### src/rtl/pipe_pkg.sv
// Shared pipeline field map: bit offsets and widths of the payload carried
// across each stage boundary, plus packing helpers for the EX/MEM beat.
package pipe_pkg;

    // Control class widths (write-back and memory control groups)
    localparam int WB_W        = 2;
    localparam int M_W         = 3;
    localparam int PIPE_CTRL_W = WB_W + M_W;

    // EX/MEM payload layout
    localparam int ALU_LSB   = 0;
    localparam int ZERO_BIT  = 64;
    localparam int ADDER_LSB = 65;
    localparam int WB_LSB    = 129;
    localparam int M_LSB     = 131;
    localparam int RD2_LSB   = 134;
    localparam int RD_LSB    = 198;
    localparam int EXMEM_W   = 203;

    // IF/ID payload layout: pc, instruction
    localparam int IFID_PC_LSB    = 0;
    localparam int IFID_INSTR_LSB = 64;
    localparam int IFID_W         = 96;

    // ID/EX payload layout: pc, rs1 data, rs2 data, immediate, funct, rd
    localparam int IDEX_PC_LSB    = 0;
    localparam int IDEX_RD1_LSB   = 64;
    localparam int IDEX_RD2_LSB   = 128;
    localparam int IDEX_IMM_LSB   = 192;
    localparam int IDEX_FUNCT_LSB = 256;
    localparam int IDEX_RD_LSB    = 260;
    localparam int IDEX_W         = 265;

    // MEM/WB payload layout: load data, alu result, rd
    localparam int MEMWB_RDATA_LSB = 0;
    localparam int MEMWB_ALU_LSB   = 64;
    localparam int MEMWB_RD_LSB    = 128;
    localparam int MEMWB_W         = 133;

    // Control field as carried on ICtrl/OCtrl: memory group above write-back
    typedef struct packed {
        logic [M_W-1:0]  m;
        logic [WB_W-1:0] wb;
    } stage_ctrl_t;

    // Assemble an EX/MEM payload from its named fields
    function automatic logic [EXMEM_W-1:0] exmem_pack(
        input logic [63:0]     alu,
        input logic            zero,
        input logic [63:0]     adder,
        input logic [WB_W-1:0] wb,
        input logic [M_W-1:0]  m,
        input logic [63:0]     rd2,
        input logic [4:0]      rd
    );
        return {rd, rd2, m, wb, adder, zero, alu};
    endfunction

endpackage

### src/rtl/pipe_stage_reg_if.sv
// Flow-controlled stage boundary bundle: upstream beat in, downstream beat out.
//
// Handshake: a beat moves across a port on a rising edge exactly when both
// its valid and its ready are 1 on that edge. A producer holding valid=1
// keeps its data stable until the beat moves; ready may depend on the
// partner's valid but valid never depends on ready.
interface pipe_stage_reg_if
    import pipe_pkg::*;
#(
    parameter int DATA_W = EXMEM_W,
    parameter int CTRL_W = PIPE_CTRL_W
);
    logic              IValid;
    logic              IReady;
    logic [DATA_W-1:0] IData;
    logic [CTRL_W-1:0] ICtrl;
    logic              Flush;
    logic              OValid;
    logic              OReady;
    logic [DATA_W-1:0] OData;
    logic [CTRL_W-1:0] OCtrl;
    logic [1:0]        Count;

    // Environment side: drives the upstream beat, flush and downstream ready
    modport master (
        output IValid, IData, ICtrl, Flush, OReady,
        input  IReady, OValid, OData, OCtrl, Count
    );

    // Stage side
    modport slave (
        input  IValid, IData, ICtrl, Flush, OReady,
        output IReady, OValid, OData, OCtrl, Count
    );
endinterface

### src/rtl/pipe_stage_reg.sv
// Generic pipeline boundary register with valid/ready flow control,
// optional skid entry, synchronous flush and asynchronous active-low reset.
// Main entry M drives the outputs; skid entry S exists only when SKID=1.
module pipe_stage_reg
    import pipe_pkg::*;
#(
    parameter int DATA_W = EXMEM_W,
    parameter int CTRL_W = PIPE_CTRL_W,
    parameter bit SKID   = 1'b1
)(
    input  logic             Clk,
    input  logic             Rst_n,
    pipe_stage_reg_if.slave  bus
);

    logic              m_valid;
    logic [DATA_W-1:0] m_data;
    logic [CTRL_W-1:0] m_ctrl;
    logic              s_valid;
    logic              in_ready;
    logic              in_fire;
    logic              out_fire;

    assign in_fire  = bus.IValid & in_ready;
    assign out_fire = m_valid & bus.OReady;

    generate
        if (SKID) begin : g_skid
            logic [DATA_W-1:0] s_data;
            logic [CTRL_W-1:0] s_ctrl;

            // Ready only depends on the skid register, so it never sees OReady
            assign in_ready = ~s_valid;

            // Two-entry FIFO: M refills from S first, S catches the beat that
            // arrives while M is stalled
            always_ff @(posedge Clk or negedge Rst_n) begin
                if (!Rst_n) begin
                    m_valid <= 1'b0;
                    m_data  <= '0;
                    m_ctrl  <= '0;
                    s_valid <= 1'b0;
                    s_data  <= '0;
                    s_ctrl  <= '0;
                end else if (bus.Flush) begin
                    m_valid <= 1'b0;
                    s_valid <= 1'b0;
                end else if (out_fire) begin
                    if (s_valid) begin
                        m_data  <= s_data;
                        m_ctrl  <= s_ctrl;
                        s_valid <= 1'b0;
                    end else if (in_fire) begin
                        m_data  <= bus.IData;
                        m_ctrl  <= bus.ICtrl;
                    end else begin
                        m_valid <= 1'b0;
                    end
                end else if (in_fire) begin
                    if (m_valid) begin
                        s_valid <= 1'b1;
                        s_data  <= bus.IData;
                        s_ctrl  <= bus.ICtrl;
                    end else begin
                        m_valid <= 1'b1;
                        m_data  <= bus.IData;
                        m_ctrl  <= bus.ICtrl;
                    end
                end
            end
        end else begin : g_single
            assign s_valid  = 1'b0;
            // Accept when empty or when the held beat leaves this same edge
            assign in_ready = ~m_valid | bus.OReady;

            // Single entry: load on every accepted beat, empty on drain
            always_ff @(posedge Clk or negedge Rst_n) begin
                if (!Rst_n) begin
                    m_valid <= 1'b0;
                    m_data  <= '0;
                    m_ctrl  <= '0;
                end else if (bus.Flush) begin
                    m_valid <= 1'b0;
                end else if (in_fire) begin
                    m_valid <= 1'b1;
                    m_data  <= bus.IData;
                    m_ctrl  <= bus.ICtrl;
                end else if (out_fire) begin
                    m_valid <= 1'b0;
                end
            end
        end
    endgenerate

    assign bus.IReady = in_ready;
    assign bus.OValid = m_valid;
    assign bus.OData  = m_data;
    // Bubbles carry no control so they never write the register file or memory
    assign bus.OCtrl  = m_valid ? m_ctrl : '0;
    assign bus.Count  = {1'b0, m_valid} + {1'b0, s_valid};

endmodule

### src/flat_wrapper.sv
// flat-port wrapper written by rule: the top's interface ports become plain ports
module pipe_stage_reg_flat import pipe_pkg::*;
#(
    parameter int DATA_W = EXMEM_W,
    parameter int CTRL_W = PIPE_CTRL_W,
    parameter bit SKID   = 1'b1
)
  (Clk, Rst_n, bus_IValid, bus_IData, bus_ICtrl, bus_Flush, bus_OReady, bus_IReady, bus_OValid, bus_OData, bus_OCtrl, bus_Count);
  pipe_stage_reg_if #(.DATA_W(DATA_W), .CTRL_W(CTRL_W)) bus_i ();
  input  logic Clk;
  input  logic Rst_n;
  input wire logic [$bits(bus_i.IValid)-1:0] bus_IValid;
  input wire logic [$bits(bus_i.IData)-1:0] bus_IData;
  input wire logic [$bits(bus_i.ICtrl)-1:0] bus_ICtrl;
  input wire logic [$bits(bus_i.Flush)-1:0] bus_Flush;
  input wire logic [$bits(bus_i.OReady)-1:0] bus_OReady;
  output wire logic [$bits(bus_i.IReady)-1:0] bus_IReady;
  output wire logic [$bits(bus_i.OValid)-1:0] bus_OValid;
  output wire logic [$bits(bus_i.OData)-1:0] bus_OData;
  output wire logic [$bits(bus_i.OCtrl)-1:0] bus_OCtrl;
  output wire logic [$bits(bus_i.Count)-1:0] bus_Count;
  assign bus_i.IValid = bus_IValid;
  assign bus_i.IData = bus_IData;
  assign bus_i.ICtrl = bus_ICtrl;
  assign bus_i.Flush = bus_Flush;
  assign bus_i.OReady = bus_OReady;
  assign bus_IReady = bus_i.IReady;
  assign bus_OValid = bus_i.OValid;
  assign bus_OData = bus_i.OData;
  assign bus_OCtrl = bus_i.OCtrl;
  assign bus_Count = bus_i.Count;
  pipe_stage_reg #(.DATA_W(DATA_W), .CTRL_W(CTRL_W), .SKID(SKID)) u_core (.Clk(Clk), .Rst_n(Rst_n), .bus(bus_i));
endmodule
### config.mk
export PLATFORM = sky130hd
export DESIGN_NAME = pipe_stage_reg_flat
export DESIGN_NICKNAME = d
export VERILOG_FILES = /design/src/rtl/pipe_pkg.sv /design/src/rtl/pipe_stage_reg_if.sv /design/src/rtl/pipe_stage_reg.sv /design/src/flat_wrapper.sv
export SDC_FILE = /design/constraint.sdc
export NUM_CORES = 1
export LEC_CHECK = 0
export CAP_MARGIN = 20
export CORE_AREA = 4 4 208 210
export DETAILED_ROUTE_END_ITERATION = 8
export DIE_AREA = 0 0 212 214
export GPL_ROUTABILITY_DRIVEN = 0
export HOLD_SLACK_MARGIN = 0.06
export PLACE_DENSITY = 0.69
export SETUP_SLACK_MARGIN = 0.05
export SLEW_MARGIN = 20
export SYNTH_ARGS = -nofsm -noshare
export SYNTH_HDL_FRONTEND = slang
export SYNTH_SLANG_ARGS = --single-unit
### constraint.sdc
create_clock -name Clk -period 3.6 [get_ports Clk]
set_input_delay 0.72 -clock Clk [delete_from_list [all_inputs] [get_ports Clk]]
set_output_delay 0.72 -clock Clk [all_outputs]
set_load 0.005 [all_outputs]
**Close-up of the layout**

Region (33, 140) to (73, 180) um. Cells in grey, sequential cells in the stronger grey; small squares are vias.
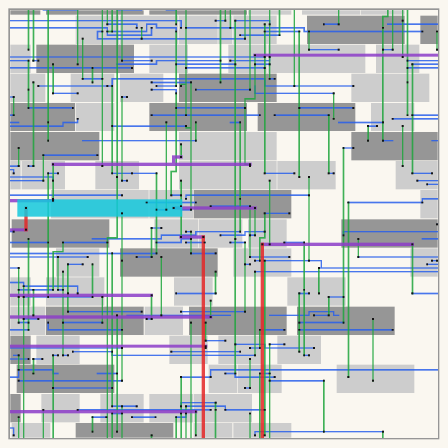
legend:
  met5:
    colour: cyan
  met3:
    colour: purple
  met1:
    colour: blue
  met4:
    colour: red
  met2:
    colour: green
cells with their middle in the window: 65
most frequent: mux2_2 (21), dfrtp_1 (17), clkdlybuf4s50_1 (12)
netlist names of flops here include: u_core.g_skid.s_data (9), u_core.bus.OData (8)
sequential cells in the window: 17

**I/O nets highlighted**

Scale bar: 50 um.
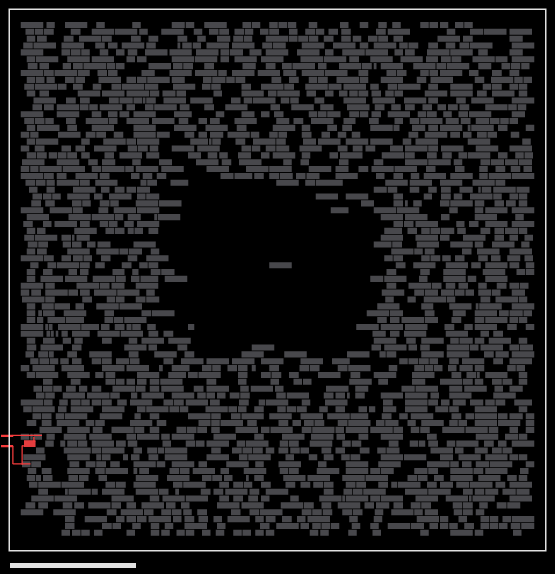
legend:
  bus_Count:
    colour: red
    bits: 2
    direction: output
    end_cells: 1
    buffers: 2
    wire: 37.5 um
# IOs: 425
IO Port Bufs: 424

==> impl_metrics.ini <==
; implementation run metrics
[final_timing]
drv_slew = 0
period_needed_ps = 2732
final_hold_viol_count = 0
finalClockPeriodUsage = 0.7588
rsz0062_at_grt = false
relSlewSlack = 0.4168
setup_viol_count_final = 0
fin_skew_ps = 6.673
tightest_slew_ps = 874.8
finalSetupTns_ps = 0
fmax_ghz = 0.3661

[cells_and_area]
drive_gt1_frac = 0.4543
final_cell_mix = 524 x mux2_2, 423 x clkdlybuf4s50_1, 418 x dfrtp_1
layout.cells.non_filler = 2138
syn_to_final_growth_pct = 34.83
fill_cells = 3273
nets = 1778
lay_top_count = mux2_2

[die]
die_area_um2 = 45370
die_w_um = 212
rows = 75
fp_util = 0.4437
chipHeight_um = 214

[power]
p_sw_mw = 3.525
switching_share = 0.2409
p_clk_frac = 0.319
power.leakage_nw = 10.83
power.density_nw_per_um2 = 588.3
power.internal_mw = 11.11

[clocking]
cts_sinks = 418
cts_tree = done
hold_buffers = 0
cts_root_buf = clkbuf_16
numCtsBuffers = 46
clockBufferDepth = 3
clkLatencyLatePin_ps = 560
cts-resized-gates = 0

[synth]
largest_area_cell = dfrtp_1
netlist.area_leader.share = 0.5671
syn_inst = 1131
yosys_warnings = 0
ys_types = 19
syn_nets = 1345
numSynthFlops = 418
syn_area_um2 = 18450
ys_cells = 1131
yosys-top-cells-area = dfrtp_1 57%, mux2_2 32%, mux2_4 8.1%
avgSynthCellArea_um2 = 16.31
ys_chip_area_um2 = 18450

[setup_path]
end_kind = output pin
cp_slowest_stage_delay_ps = 570
crit_buf_inv = 1
worstPathCellList = ha_1 > clkdlybuf4s50_1
start_kind = flop
crit_type = reg -> out
cp_max_fo = 14
reg2reg_depth = 5
r2r_slack_ps = 1110
critical_path.top_delay_family = flip-flops
cpMaxStageDelayCell = dfrtp_1
cp.arrival_ps = 2010

[global_routing]
grt_antenna_before_repair = 5
grt_pass1_wl_um = 70570
grt_usage = 0.1953
grt_pass1_vias = 12050
grt_max_degree = 117

[flow_run]
cap_violations = 0
warnings = 29

[detailed_routing]
avgRoutedWirePerCell_um = 21.13
remaining_drc_errors = 0
drt_wl_total_um = 45170
viasPerCell = 5.119
drt_iter0_drc = 427
ant_nets = 0
vias = 10940

[worst_hold_path]
hp-class = in -> async

[place]
place_inst = 2055
dp_hpwl_um = 30690

[run_status]
status = finished, final reports clean
[through the flow]
step | util | worst slack, ps | hold WS [ps] | instance area [um^2] | power [mW]
2_1_floorplan | - | 1481 | 424.4 | 18450 | 8.060
3_3_place_gp | 0.5622 | 661.1 | 482.5 | 23370 | 9.932
3_5_place_dp | 0.5622 | 635.7 | 488.0 | 23370 | 10.07
4_1_cts | 0.5980 | 798.9 | 152.6 | 24860 | 14.84
5_1_grt | 0.5982 | 749.1 | 164.2 | 24870 | 15.34
6_report | 0.5982 | 868.3 | 140.0 | 24870 | 14.63
[cells by family after synthesis]
kind of cell,count (synthesis),synth area share
AOI/OAI and AO/OA,5,0.001628
adders and majority gates,1,0.0006782
buffers and inverters,72,0.02530
DFF,418,0.5671
muxes,624,0.4013
and+or+nand+nor,11,0.004002
[layer usage]
layer / global-route usage / part of all wire
met1: 0.2537 / 0.42
met2: 0.3142 / 0.47
met3: 0.06503 / 0.078
met4: 0.05468 / 0.023
met5: 0 / 0.00093
[path summary, 6_finish.rpt]
check | startpoint | endpoint
worst max-delay path | u_core.bus.OValid$_DFFE_PN0P_ | bus_Count[0]
max in group asynchronous | Rst_n | u_core.bus.OData[89]$_DFFE_PN0P_
worst max register to register | u_core.bus.OValid$_DFFE_PN0P_ | u_core.bus.OData[156]$_DFFE_PN0P_
worst min register to register | u_core.m_ctrl[0]$_DFFE_PN0P_ | u_core.m_ctrl[0]$_DFFE_PN0P_
worst min-delay path | Rst_n | u_core.g_skid.s_data[101]$_DFFE_PN0P_
min in group Clk | u_core.m_ctrl[0]$_DFFE_PN0P_ | u_core.m_ctrl[0]$_DFFE_PN0P_
[state kept, by name, indices dropped and copies added (netlist names)]
register,count
u_core.bus.OValid,1
u_core.bus.OData,203
u_core.g_skid.s_ctrl,5
u_core.s_valid,1
u_core.g_skid.s_data,203
u_core.m_ctrl,5
[power by group through the flow]
stage | registers (mW) | clock network, mW | logic, mW
final | 6.57 | 4.66 | 3.40
after global routing | 6.72 | 4.98 | 3.65
after CTS | 6.57 | 4.80 | 3.46
after detailed placement | 6.63 | 0 | 3.44
after global placement | 6.56 | 0 | 3.37
after floorplan | 6.52 | 0 | 1.54
[cell type report]
type                    instances  area [um^2]  share of cell area
well taps                     539        674.4             0.02712
multi-input cells             641         7547              0.3035
repair buffers                455         4682              0.1883
diodes                          3        7.507           0.0003019
flip-flops and latches        418        10460              0.4206
clock inverters                 6        80.08            0.003220
clock buffers                  74         1410             0.05670
inverters                       2        7.507           0.0003019
[cells in the mapped netlist (all sizes together)]
cell type  instances
o21ai              1
and2               5
inv                2
or2                1
nor2               1
nand2b             1
ha                 1
dfrtp            418
nand2              1
or4b               1
nand3              1
a211oi             2
a21oi              2
clkbuf             9
buf               61
mux2             624
Power figures rest on the tool's default switching activity, not on a simulated workload.
